$ cat config.mk
export PLATFORM = sky130hd
export DESIGN_NAME = status_stack
export DESIGN_NICKNAME = d
export VERILOG_FILES = /design/src/rtl/status_stack.sv
export SDC_FILE = /design/constraint.sdc
export NUM_CORES = 1
export LEC_CHECK = 0
export CAP_MARGIN = 5
export CORE_MARGIN = 2
export CORE_UTILIZATION = 46
export CTS_CLUSTER_DIAMETER = 100
export DETAILED_ROUTE_END_ITERATION = 10
export PLACE_DENSITY = 0.79
export SYNTH_ARGS = -nofsm -noshare
export SYNTH_HDL_FRONTEND = slang
export SYNTH_SLANG_ARGS = --single-unit
$ cat constraint.sdc
create_clock -name clock -period 2.6 [get_ports clock]
set_clock_uncertainty 0.2 [all_clocks]
set_input_delay 0.26 -clock clock [delete_from_list [all_inputs] [get_ports clock]]
set_output_delay 0.26 -clock clock [all_outputs]
set_load 0.1 [all_outputs]
$ cat src/rtl/status_stack.sv
// Z/N/C/V status register with a LIFO of flag snapshots for nested save/restore.
// Stack misuse (overflow, underflow, simultaneous push/pop) raises a sticky error.
module status_stack #(
    parameter int DATA_WIDTH  = 16,
    parameter int STACK_DEPTH = 4,
    localparam int LEVEL_W    = $clog2(STACK_DEPTH + 1)
) (
    input  logic                  clock,
    input  logic                  status_reset_n,
    input  logic [DATA_WIDTH-1:0] result_in,
    input  logic                  carry_in,
    input  logic                  overflow_in,
    input  logic                  status_wr,
    input  logic [3:0]            flag_mask,
    input  logic                  flags_load,
    input  logic [3:0]            flags_in,
    input  logic                  status_push,
    input  logic                  status_pop,
    input  logic                  err_clr,
    output logic                  status_Z,
    output logic                  status_N,
    output logic                  status_C,
    output logic                  status_V,
    output logic [LEVEL_W-1:0]    stack_level,
    output logic                  stack_full,
    output logic                  stack_empty,
    output logic                  stack_error
);

    logic [3:0]                   flags_reg;
    logic [3:0]                   flags_next;
    logic [LEVEL_W-1:0]           level_reg;
    logic [LEVEL_W-1:0]           level_next;
    logic                         error_reg;
    logic                         error_next;
    logic [STACK_DEPTH-1:0][3:0]  entry_bus;
    logic [3:0]                   candidate;
    logic [3:0]                   write_value;
    logic [3:0]                   top_entry;
    logic                         full;
    logic                         empty;
    logic                         push_ok;
    logic                         pop_ok;
    logic                         misuse;

    assign full  = (level_reg == LEVEL_W'(STACK_DEPTH));
    assign empty = (level_reg == '0);

    assign push_ok = status_push && !status_pop && !full;
    assign pop_ok  = status_pop && !status_push && !empty;
    assign misuse  = (status_push && status_pop)
                   || (status_push && !status_pop && full)
                   || (status_pop && !status_push && empty);

    // Candidate vector in flag order {V, C, N, Z}.
    assign candidate   = {overflow_in, carry_in, result_in[DATA_WIDTH-1], (result_in == '0)};
    assign write_value = (candidate & flag_mask) | (flags_reg & ~flag_mask);

    always_comb begin
        top_entry = entry_bus[0];
        for (int i = 0; i < STACK_DEPTH; i++) begin
            if (level_reg == LEVEL_W'(i + 1)) begin
                top_entry = entry_bus[i];
            end
        end
    end

    always_comb begin
        flags_next = flags_reg;
        level_next = level_reg;
        error_next = error_reg;

        if (pop_ok) begin
            flags_next = top_entry;
        end else if (flags_load) begin
            flags_next = flags_in;
        end else if (status_wr) begin
            flags_next = write_value;
        end

        if (push_ok) begin
            level_next = level_reg + LEVEL_W'(1);
        end else if (pop_ok) begin
            level_next = level_reg - LEVEL_W'(1);
        end

        // A fresh misuse outranks a clear in the same cycle.
        if (misuse) begin
            error_next = 1'b1;
        end else if (err_clr) begin
            error_next = 1'b0;
        end
    end

    always_ff @(posedge clock) begin
        if (!status_reset_n) begin
            flags_reg <= '0;
            level_reg <= '0;
            error_reg <= 1'b0;
        end else begin
            flags_reg <= flags_next;
            level_reg <= level_next;
            error_reg <= error_next;
        end
    end

    generate
        for (genvar gi = 0; gi < STACK_DEPTH; gi++) begin : g_entry
            logic [3:0] slot_reg;

            always_ff @(posedge clock) begin
                if (!status_reset_n) begin
                    slot_reg <= '0;
                end else if (push_ok && (level_reg == LEVEL_W'(gi))) begin
                    slot_reg <= flags_reg;
                end
            end

            assign entry_bus[gi] = slot_reg;
        end
    endgenerate

    assign status_Z    = flags_reg[0];
    assign status_N    = flags_reg[1];
    assign status_C    = flags_reg[2];
    assign status_V    = flags_reg[3];
    assign stack_level = level_reg;
    assign stack_full  = full;
    assign stack_empty = empty;
    assign stack_error = error_reg;

endmodule

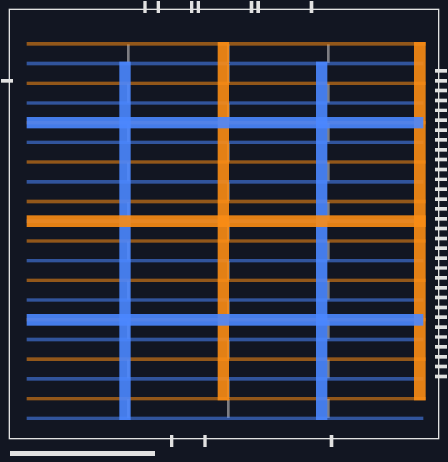
power_grid.png
Scale bar: 20 um. Pins as bars on the die edge. Tap cells in grey.
- VDD: orange
- VSS: blue
- met5 straps: 3
- tap cells: 31
- met4 straps: 4
- rows: 19
- met1 rails: 20

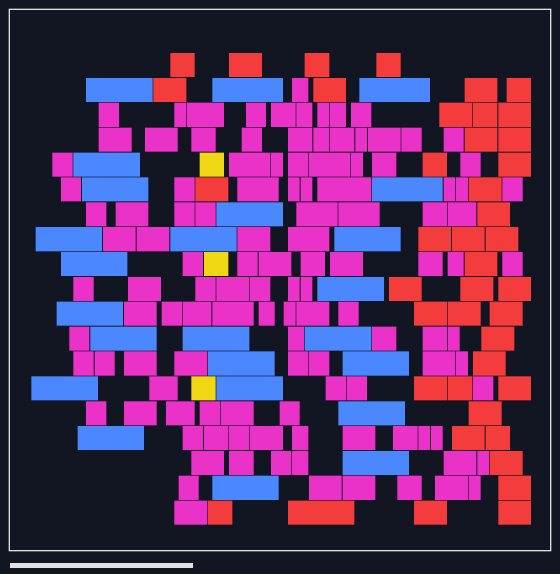
placement_by_type.png
Scale bar: 20 um.
- other buffers and delay cells: red (cells 42; share of their area 23%)
- combinational and other logic: magenta (cells 118; share of their area 49%)
- clock drivers: yellow (cells 3; share of their area 1.3%)
- flops: blue (cells 24; share of their area 27%)

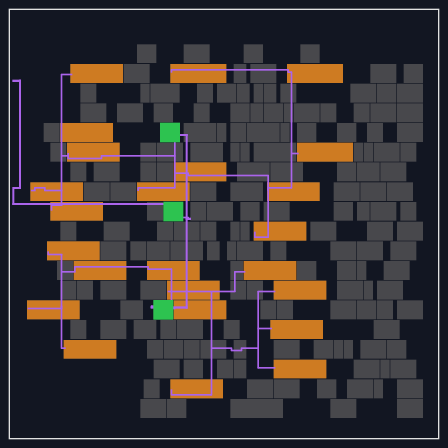
clk_routes.png
- flip-flops: orange (count 24)
- clock wires: purple (length 296 um)
- clock drivers: green (count 3)
- routed clock nets: 4

==> qor.yml <==
cpPeakStageDelay_ns: 0.37
floorplan.rows: 19
topCombFamilyByArea: "simple AND/OR/NAND/NOR gates"
top_level_ports: 43
cell_class_contributing_the_biggest_share_of_worst_path_delay: "buffers and inverters"
final_layout_top_logic_cell: "clkdlybuf4s50_1"
finish.utilization_pct: 64.31
core_area_mm2: 0.002829
warnings: 30
power-per-cell-area_mw_per_mm2: 511.1
cts.path.max_buffers: 2
timing.hold.worst_endpoint: "g_entry[1].slot_reg[3]"
worstReg2RegStart: "stack_level[0]"
die_area_mm2: 0.003489
cap_viol_max_count: 0
yosys-stat-area_mm2: 0.001395
wl_mm: 3.288
leakagePower_nw: 0.7520
setup_violations: 0
timing.critical_path.to_type: "primary output"
yosys_warnings: 0
post_synth_xor_area_fraction_pct: 0
route.detailed.vias_per_inst: 5.606
die-height_um: 59.07
setup_tns_ns: 0
floorplan.nets: 190
drt_first_pass_iters: 4
placed_cells: 215
hold_start: "g_entry[1].slot_reg[3]"
timing.final.crit_period_ns: 2.192
setup.worst_path.start_class: "register"
cp_slowest_cell: "dfxtp_2"
worstSetupPathDepth: 5
htree_num_levels: 1
syn_inst: 151
edf_count: 0
rrSetupSlack_ns: 0.52
via_count: 1222
p_int_mw: 0.5710
synth.top_cells.by_count: "24 x dfxtp_1, 21 x mux2i_1, 21 x nor2b_1, 8 x nand2_1, 7 x inv_1"
first_pass_grt_wire_length_mm: 5.299
grt_setup_unrepaired: "false"
yosys_cell_count: 151
synth-simple-area-share_pct: 25.20
synth.distinct_cells: 36
timing.critical_path.required_ns: 2.14
globalplace.congestion: 0.8355
worst_ep_arrival_time_ns: 1.73
area_leaders: "dfxtp_1 34%, mux2i_1 15%, nor2b_1 9.4%"
cts_tree: "yes"
status: "completed"
timing.hold.worst.class: "register to register"
syn-mean-instance-area_um2: 9.239
synthAoiAreaFrac_pct: 13.72
p_sw_share_pct: 38.60
cts_repair_resize_count: 0
drc: 0
placement.setup.worst_slack_ns: 0.5371
grt_overflow: 0
first_global_vias: 1120
wl_per_cell_um: 15.08
power.sequential.fraction_pct: 44.1
post_cts_hold_buffer_count: 0
clock_latency_ns: 0.32
top_area_share_pct: 34.44
irDropWorstVdd_mv: 0.2923
post_drt_antenna_nets: 0
number_of_antenna_violations_at_the_first_check_in_global_routing: 0
mux_area_share_pct: 15.87
cp.buffers_inverters: 3
category_of_the_critical_setup_timing_path: "register to primary output"
r2r.worst_path.cells: 5
net-switching-power_mw: 0.3589
clock_sinks: 24
finalCritPeriodShare_pct: 84.29
layout_top_cells_excl_fill_tap: "32 x clkdlybuf4s50_1, 21 x nor2b_1, 21 x mux2i_1, 21 x dfxtp_1, 9 x buf_4"
synth_sequential_area_ratio_pct: 34.44
port_buffers: 42
layout-drive-gt1-share_pct: 10.70
grt_start_max_net_pins: 25
die_width_um: 59.07
clock_share_of_power_pct: 17.6
cp_max_fo: 7
post-synth-top-count-cell: "dfxtp_1"
num-nets-final: 228
timing.max_slew.rel_slack_pct: 54.41
final-hold-violation-count: 0
number_of_slew_limit_violations_in_the_final_report: 0
cell_area_synth_mm2: 0.001395
worst-slew-pin-transition_ns: 0.6817
ys.flops: 24
initial_utilization_pct: 49.31
min_delay_path_depth: 2
syn_to_final_growth_pct: 30.40
dp_hpwl_mm: 2.559
ys_async_sr_fraction_pct: 0
drt_iter0_drcs: 49
post-cts-setup-buffer-count: 0
cell_occurring_most_often_along_the_worst_timing_path: "inv_1"
adder_share_pct: 5.381
clkSlewWorstSetupHoldPaths_ns: 0.13
comb_power_share_pct: 38.3
yosys_most_used_dff: "dfxtp_1"
number_of_inserted_diodes: 0
cts_buffers: 3
upper_clock_frequency_limit_mhz: 456.3
grt_use_total_pct: 20.25
setup_slack_ns: 0.4085
cp_cell_sequence: "inv_1 -> ha_1 -> nand2_1 -> inv_1 -> buf_12"
yosys.area.top_type: "dfxtp_1"
clock-root-buffer: "clkbuf_4"
final_cells: 218
[routing by layer]
metal / share of wire (%) / vias to the layer above / wire length, um / GRT usage [%]
li1: - / 611 / - / -
met3: 7.3 / 5 / 241 / 3.712
met2: 46 / 41 / 1509 / 34.92
met1: 45 / 565 / 1495 / 25.30
met4: 1.2 / 0 / 41 / 6.818
met5: 0 / - / 0 / 0
[area by class of cell]
class | count | area, um2
Fill cell | 245 | 1010
Multi-Input combinational cell | 111 | 839.6
Sequential cell | 24 | 484.2
Timing Repair Buffer | 42 | 407.9
Tap cell | 31 | 38.79
Inverter | 7 | 26.28
Clock buffer | 3 | 22.52
[through the flow]
step                hold slack (ns)  instance area, um2  power, mW
floorplan                    0.1882                1399     0.6664
global placement             0.2914                1797     0.7689
detailed placement           0.2945                1797     0.7742
CTS                          0.3332                1819     0.9309
global route                 0.3643                1819     0.9765
finish                       0.3261                1819     0.9299
[worst reg2reg max path, delay by kind of cell (launching register included)]
family	cells	cell delay [ns]
AND-OR/OR-AND	1	0.40
adder cells (fa/ha/maj)	1	0.30
AND/OR/NAND/NOR	2	0.59
buffers and inverters	1	0.10
flip-flops	1	0.39
[power groups by stage]
stage	clock network, mW	logic, mW	registers, mW
after floorplan	0	0.163	0.503
after global placement	0	0.352	0.417
after detailed placement	0	0.356	0.418
after CTS	0.164	0.358	0.410
after global routing	0.187	0.376	0.414
final	0.163	0.356	0.410
[worst max-delay path by stage]
stage                    from         end  slack [ns]
2_1_floorplan  stack_level[0]    register        0.07
3_3_place_gp   stack_level[0]    register        0.55
3_5_place_dp   stack_level[0]    register        0.54
4_1_cts        stack_level[0]  stack_full        0.41
5_1_grt        stack_level[0]  stack_full        0.29
6_report       stack_level[0]  stack_full        0.41
Power is estimated from default activity; no workload was simulated.
